--- src/rtl/alu_pkg.sv ---
// Shared constants, bus layout and FSM encoding for the ALU writeback stage.
package alu_pkg;

  localparam int unsigned SLOT_COUNT = 13;
  localparam int unsigned SLOT_W     = 16;
  localparam int unsigned OPCODE_W   = 6;
  localparam int unsigned ADDR_W     = 6;
  localparam int unsigned COUNT_W    = 16;
  localparam int unsigned HI_LSB     = SLOT_COUNT * SLOT_W;
  localparam int unsigned BUS_W      = HI_LSB + SLOT_W;

  localparam logic [OPCODE_W-1:0] OP_ADD  = 6'd0;
  localparam logic [OPCODE_W-1:0] OP_SUB  = 6'd1;
  localparam logic [OPCODE_W-1:0] OP_NEG  = 6'd2;
  localparam logic [OPCODE_W-1:0] OP_MUL  = 6'd3;
  localparam logic [OPCODE_W-1:0] OP_DIV  = 6'd4;
  localparam logic [OPCODE_W-1:0] OP_OR   = 6'd5;
  localparam logic [OPCODE_W-1:0] OP_XOR  = 6'd6;
  localparam logic [OPCODE_W-1:0] OP_NAND = 6'd7;
  localparam logic [OPCODE_W-1:0] OP_NOR  = 6'd8;
  localparam logic [OPCODE_W-1:0] OP_XNOR = 6'd9;
  localparam logic [OPCODE_W-1:0] OP_NOT  = 6'd10;
  localparam logic [OPCODE_W-1:0] OP_LSL  = 6'd11;
  localparam logic [OPCODE_W-1:0] OP_LSR  = 6'd12;

  localparam logic [1:0] ST_IDLE  = 2'd0;
  localparam logic [1:0] ST_WR_LO = 2'd1;
  localparam logic [1:0] ST_WR_HI = 2'd2;

  // State held across the write cycles; the low word and its address live in the output registers.
  typedef struct packed {
    logic [OPCODE_W-1:0] opcode;
    logic [ADDR_W-1:0]   rdst2;
    logic [SLOT_W-1:0]   hi;
  } wb_hold_t;

endpackage

--- src/rtl/wb_slot_select.sv ---
// Combinational opcode decode: picks the result slot, the MUL high word and the legal flag.
module wb_slot_select
  import alu_pkg::*;
(
  input  logic [OPCODE_W-1:0] opcode,
  input  logic [BUS_W-1:0]    alu_bus,
  output logic [SLOT_W-1:0]   slot_c,
  output logic [SLOT_W-1:0]   hi_c,
  output logic                legal_c
);

  always_comb begin
    slot_c = '0;
    for (int unsigned i = 0; i < SLOT_COUNT; i++) begin
      if (opcode == OPCODE_W'(i)) slot_c = alu_bus[i*SLOT_W +: SLOT_W];
    end
  end

  always_comb begin
    legal_c = 1'b0;
    case (opcode)
      OP_ADD, OP_SUB, OP_NEG, OP_MUL, OP_DIV, OP_OR, OP_XOR,
      OP_NAND, OP_NOR, OP_XNOR, OP_NOT, OP_LSL, OP_LSR: legal_c = 1'b1;
      default: legal_c = 1'b0;
    endcase
  end

  assign hi_c = alu_bus[HI_LSB +: SLOT_W];

endmodule

--- src/rtl/alu_writeback.sv ---
// Writeback FSM: captures one ALU result per transfer and writes one (or two, for MUL) memory words.
module alu_writeback
  import alu_pkg::*;
(
  input  logic                clk,
  input  logic                reset,
  input  logic                in_valid,
  output logic                in_ready,
  input  logic [OPCODE_W-1:0] opcode,
  input  logic [ADDR_W-1:0]   rdst1,
  input  logic [ADDR_W-1:0]   rdst2,
  input  logic [BUS_W-1:0]    alu_bus,
  output logic                mem_we,
  output logic [ADDR_W-1:0]   mem_addr,
  output logic [SLOT_W-1:0]   mem_wdata,
  output logic                done,
  output logic                err,
  output logic [COUNT_W-1:0]  wr_count
);

  logic [1:0]        state, state_d;
  wb_hold_t          hold, hold_d;
  logic              in_ready_d, mem_we_d, done_d, err_d;
  logic [ADDR_W-1:0] mem_addr_d;
  logic [SLOT_W-1:0] mem_wdata_d;
  logic [SLOT_W-1:0] slot_c, hi_c;
  logic              legal_c;

  wb_slot_select u_slot (
    .opcode  (opcode),
    .alu_bus (alu_bus),
    .slot_c  (slot_c),
    .hi_c    (hi_c),
    .legal_c (legal_c)
  );

  // Output registers are loaded with the values for the state being entered.
  always_comb begin
    state_d     = state;
    hold_d      = hold;
    mem_we_d    = 1'b0;
    mem_addr_d  = '0;
    mem_wdata_d = '0;
    done_d      = 1'b0;
    err_d       = 1'b0;
    case (state)
      ST_IDLE: begin
        if (in_valid && in_ready) begin
          if (legal_c) begin
            hold_d.opcode = opcode;
            hold_d.rdst2  = rdst2;
            hold_d.hi     = hi_c;
            state_d       = ST_WR_LO;
            mem_we_d      = 1'b1;
            mem_addr_d    = rdst1;
            mem_wdata_d   = slot_c;
          end else begin
            err_d = 1'b1;
          end
        end
      end
      ST_WR_LO: begin
        if (hold.opcode == OP_MUL) begin
          state_d     = ST_WR_HI;
          mem_we_d    = 1'b1;
          mem_addr_d  = hold.rdst2;
          mem_wdata_d = hold.hi;
        end else begin
          state_d = ST_IDLE;
          done_d  = 1'b1;
        end
      end
      ST_WR_HI: begin
        state_d = ST_IDLE;
        done_d  = 1'b1;
      end
      default: state_d = ST_IDLE;
    endcase
    in_ready_d = (state_d == ST_IDLE);
  end

  always_ff @(posedge clk) begin
    if (reset) begin
      state     <= ST_IDLE;
      hold      <= '0;
      in_ready  <= 1'b0;
      mem_we    <= 1'b0;
      mem_addr  <= '0;
      mem_wdata <= '0;
      done      <= 1'b0;
      err       <= 1'b0;
      wr_count  <= '0;
    end else begin
      state     <= state_d;
      hold      <= hold_d;
      in_ready  <= in_ready_d;
      mem_we    <= mem_we_d;
      mem_addr  <= mem_addr_d;
      mem_wdata <= mem_wdata_d;
      done      <= done_d;
      err       <= err_d;
      wr_count  <= wr_count + COUNT_W'(mem_we);
    end
  end

endmodule

--- config.mk ---
export PLATFORM = sky130hd
export DESIGN_NAME = alu_writeback
export DESIGN_NICKNAME = d
export VERILOG_FILES = /design/src/rtl/alu_pkg.sv /design/src/rtl/wb_slot_select.sv /design/src/rtl/alu_writeback.sv
export SDC_FILE = /design/constraint.sdc
export NUM_CORES = 1
export LEC_CHECK = 0
export CAP_MARGIN = 20
export CORE_ASPECT_RATIO = 1.25
export CORE_MARGIN = 2
export CORE_UTILIZATION = 38
export DETAILED_ROUTE_END_ITERATION = 12
export PLACE_DENSITY_LB_ADDON = 0.2
export SLEW_MARGIN = 30
export SYNTH_ARGS = -nofsm -noshare
export SYNTH_HDL_FRONTEND = slang
export SYNTH_SLANG_ARGS = --single-unit
--- constraint.sdc ---
create_clock -name clk -period 2.22 [get_ports clk]
set_input_delay 0.444 -clock clk [delete_from_list [all_inputs] [get_ports clk]]
set_output_delay 0.444 -clock clk [all_outputs]
set_load 0.1 [all_outputs]
### Clock distribution, run 1

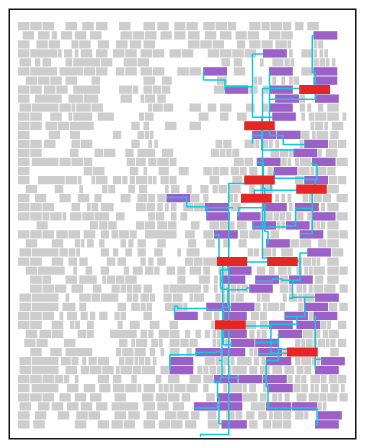
legend:
  purple:
    item: flip-flops
    count: 72
  cyan:
    item: clock wires
    length: 837 µm
  red:
    item: clock drivers
    count: 9
routed clock nets: 10
Clk power: 1310 µW
clk latency late pin: 330 ps
clock network power share: 0.365

### A small window of the routed layout, run 1

Scale bar: 10 µm. Window x 39 to 64, y 26 to 51 µm. Cells in grey, sequential cells in the stronger grey; small squares are vias.
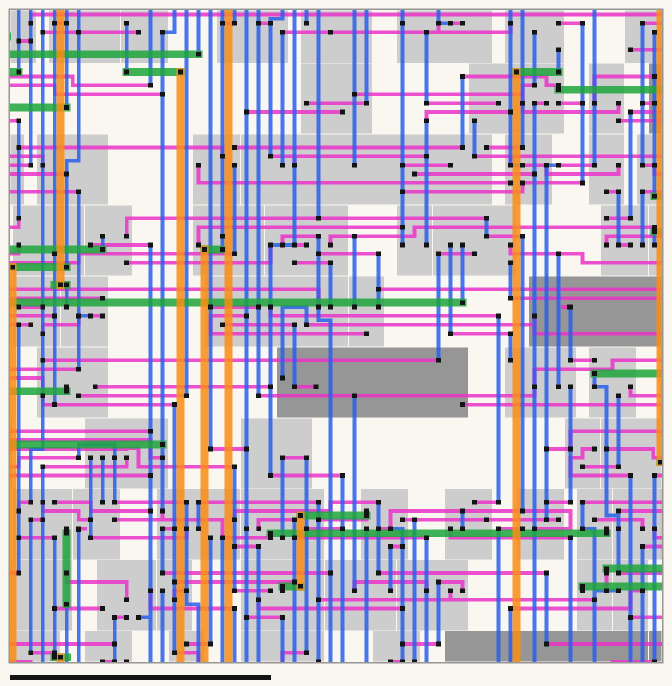
legend:
  magenta:
    layer: metal 1
  green:
    layer: metal 3
  blue:
    layer: metal 2
  orange:
    layer: metal 4
most frequent: nand2_1 (8), buf_4 (8), o21ai_0 (6)
sequential cells in the window: 2
cells with their middle in the window: 52
netlist names of flops here include: hold (1), mem_wdata (1)

==> job_summary.md, run 1 <==
### Yosys + OpenROAD results

| Metric | Value |
|---|---|
| Critical Path End Type | flip-flop |
| Netlist cell types | 62 |
| HP Class | reg -> reg |
| CTS Hold Buffers Added | 0 |
| Worst Reg-to-Reg Cells | 8 |
| Register share of the cell area | 0.172 |
| Initial Util | 0.388 |
| Finished layout cell area | 8420 µm² |
| CTS buffer count | 9 |
| Tcrit/Tclk final | 0.963 |
| Commonest cells post-synth | nand2_1 (87), dfxtp_1 (72), nor2_1 (46) |
| Dominant cell type by area after synthesis | dfxtp_1 |
| Adder Area Share | 0.0132 |
| Reg clk slew, reported paths | 60 ps |
| # Taps | 164 |
| Fin Hold WS | 457 ps |
| Cell count listed in synth_stat.txt | 573 |
| Top area contributor share | 0.305 |
| Vias per cell | 5.63 |
| Logic inverters | 7 |
| Pint | 2650 µW |
| Highest net fanout along the worst path | 6 |
| OpenROAD warning count | 28 |
| Global routing usage on met2 | 0.608 |
| Pins over their slew limit | 0 |
| Global-route wire length before repair | 33200 µm |
| Arrival @ worst endpoint | 2390 ps |
| Gpl congestion | 0.934 |
| Non-clock buffers | 366 |
| Main synth FF type | dfxtp_1 |
| Clk cell area share | 0.0324 |
| Yosys xor share | 0.0204 |
| Async set-reset flop share out of synthesis | 0 |
| Worst hold stages | 2 |
| Die ar. | 13300 µm² |
| Die Wd | 104 µm |
| Htree depth | 3 |
| DR vias | 6026 |
| Slowest CP cell | clkdlybuf4s50_1 |
| Most common cell in the netlist | nand2_1 |
| P_sw | 942 µW |
| Clkbuf count | 9 |
| Met3 Use GR | 0.0572 |
| Hold EP | hold[18]$_SDFFE_PP0P_ |
| Area reported by Yosys stat | 4720 µm² |
| Pre-antenna DRT Iters | 6 |
| Clk sinks | 72 |
| Post-route setup slack | 82.2 ps |
| Iter 0 DRT Violations | 399 |
| Logic area | 3080 µm² |
| Setup WS pre-CTS | -512 ps |
| Initial antenna violation count | 0 |
| Area of the mapped netlist | 4720 µm² |
| Max-cap violations | 0 |
| Crit path cell chain | clkdlybuf4s50_1 -> or4b_1 -> buf_4 -> a222oi_1 -> o211ai_1 -> a221oi_2 |
| Placed Area | 8070 µm² |
| WL/cell | 20.6 µm |
| Global Route Usage Sum | 0.321 |
| Gate count of the mapped netlist | 573 |
| Worst R2R Start | state[0]$_SDFF_PP0_ |
| Kind of critical path | in -> reg |
| Drt total wl | 22000 µm |
| Post-Synth Simple-Gate Area | 0.207 |
| Slew HR | 0.656 |
| Highest routed layer | met4 |
| Non-clock buffer share | 0.401 |
| Status | completed |
| Fin crit period | 2140 ps |
| Seq pwr share | 0.367 |
| Synth Net Count | 823 |
| Worst path required time | 2470 ps |
| Multi-input comb cells | 444 |
| CP max stage delay | 500 ps |
| Ant diodes | 1 |
| Leak | 0.00314 µW |
| Layout cell share with drive strength beyond 1 | 0.212 |
| Final setup fails | 0 |
| Maximum VDD drop | 460 µV |
| Critical Path Start Type | input port |
| Most used routing layer | met2 |
| PostCTS Resize Cnt | 5 |
| Total Power | 3590 µW |
| Port bufs | 286 |
### Gate families picked out, run 1

Scale bar: 20 µm.
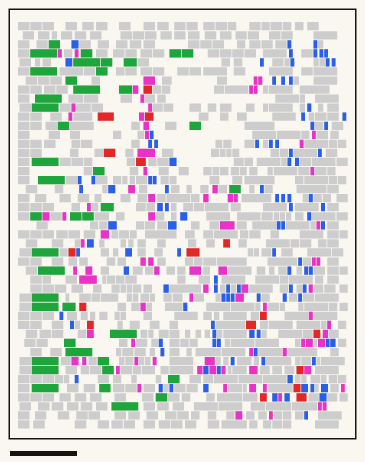
legend:
  red:
    family: and/or cells
    cells: 17
    where: widely spread
  green:
    family: mux cells
    cells: 42
  blue:
    family: nand cells
    cells: 108
    where: widely spread
  magenta:
    family: nor cells
    cells: 82
    where: widely spread
final std cells w/o fill: 1070
most used logic cell in the final layout: clkdlybuf4s50_1
multi-input gate share of total cell area: 0.366

## run 1: sequential cells by signal, indices dropped and copies added (netlist names)
register and count:
done 1, in_ready 1, mem_wdata 16, mem_addr 6
hold 28, err 1, state 2, wr_count 16
mem_we 1
## run 1: layout by cell type (no fill, tap or decap), types with 5 or more instances in the layout
cell type and n:
clkdlybuf4s50_1 238, buf_4 119, nand2_1 86, dfxtp_1 65, nor2_1 45, a21oi_1 39
o21ai_0 34, mux2i_1 20, mux4_2 18, a22oi_1 15, nor3_1 13, o22ai_1 11
nand3_1 10, o211ai_1 9, clkbuf_16 9, a22o_1 7, a221oi_1 7, dfxtp_2 7
inv_1 6, nor2b_1 6, nand2b_1 6, o2111ai_1 6, xnor2_1 6, nor4_1 5
a21boi_0 5, o21ai_1 5, xor2_1 5, ha_1 5
## Run 2: what changed since run 1
- CTS_BUF_LIST: unset -> sky130_fd_sc_hd__clkbuf_16
==> job_summary.md, run 2 <==
### Yosys + OpenROAD results

| Metric | Value |
|---|---|
| Seq pwr share | 0.367 |
| Placed Area | 8070 µm² |
| Logic inverters | 7 |
| Tcrit/Tclk final | 0.963 |
| OpenROAD warning count | 28 |
| Worst R2R Start | state[0]$_SDFF_PP0_ |
| Final std cells w/o fill | 1070 |
| Initial Util | 0.388 |
| Worst hold stages | 2 |
| Async set-reset flop share out of synthesis | 0 |
| Most common logic cells in the final layout | clkdlybuf4s50_1 (238), buf_4 (119), nand2_1 (86) |
| Non-clock buffer share | 0.401 |
| CTS Hold Buffers Added | 0 |
| HP Class | reg -> reg |
| Crit path cell chain | clkdlybuf4s50_1 -> or4b_1 -> buf_4 -> a222oi_1 -> o211ai_1 -> a221oi_2 |
| Die ar. | 13300 µm² |
| Fin Hold WS | 457 ps |
| Most common cell in the netlist | nand2_1 |
| Pint | 2650 µW |
| Area of the mapped netlist | 4720 µm² |
| Die Wd | 104 µm |
| Total Power | 3590 µW |
| Htree depth | 3 |
| Leak | 0.00314 µW |
| Clkbuf count | 9 |
| Post-route setup slack | 82.2 ps |
| Non-clock buffers | 366 |
| Gate count of the mapped netlist | 573 |
| # Taps | 164 |
| Worst Reg-to-Reg Cells | 8 |
| Pins over their slew limit | 0 |
| Clk cell area share | 0.0324 |
| Port bufs | 286 |
| Gpl congestion | 0.934 |
| Fin crit period | 2140 ps |
| Status | completed |
| Clock network power share | 0.365 |
| Setup WS pre-CTS | -512 ps |
| Area reported by Yosys stat | 4720 µm² |
| Cell count listed in synth_stat.txt | 573 |
| WL/cell | 20.6 µm |
| CP max stage delay | 500 ps |
-- run 2: cell counts in the layout (fill, tap and decap cells not counted) --
No cell type changed its count.
-- run 2: kinds of logic (layout without fill, tap and decap cells) --
| logic type | count (synthesis) | in the layout | synth area share |
|---|---|---|---|
| other | 0 | 1 | 0 |
| muxes | 42 | 42 | 0.138 |
| buffers and inverters | 57 | 389 | 0.0586 |
| adders and majority gates | 5 | 5 | 0.0132 |
| and+or+nand+nor | 207 | 207 | 0.207 |
| DFF | 72 | 72 | 0.305 |
| AOI/OAI and AO/OA | 179 | 179 | 0.258 |
| xor gates and xnor gates | 11 | 11 | 0.0204 |
-- run 2: what timing repair did --
item | in CTS | in global routing
pin swaps | 0 | 2
hold endpoints to repair | 0 | 0
gates cloned | 0 | 0
resized | 5 | 14
endpoints found under the setup margin | 6 | 16
### Routed metal per tile, run 2

The die is cut into 21 by 26 equal tiles; black is low, pale yellow is high, scaled to the fullest tile. Values are wire area over tile area, all layers added.
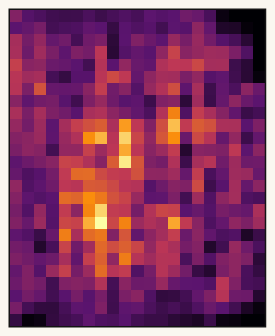
nearly empty tiles: 2.2%
fullest tile: 0.80
tiles over half the peak: 16%
mean over tiles: 0.27
drt total wl: 22000 µm
Global Route Usage Sum: 0.321

No activity file was given, so power comes from the tool's default toggle rates.
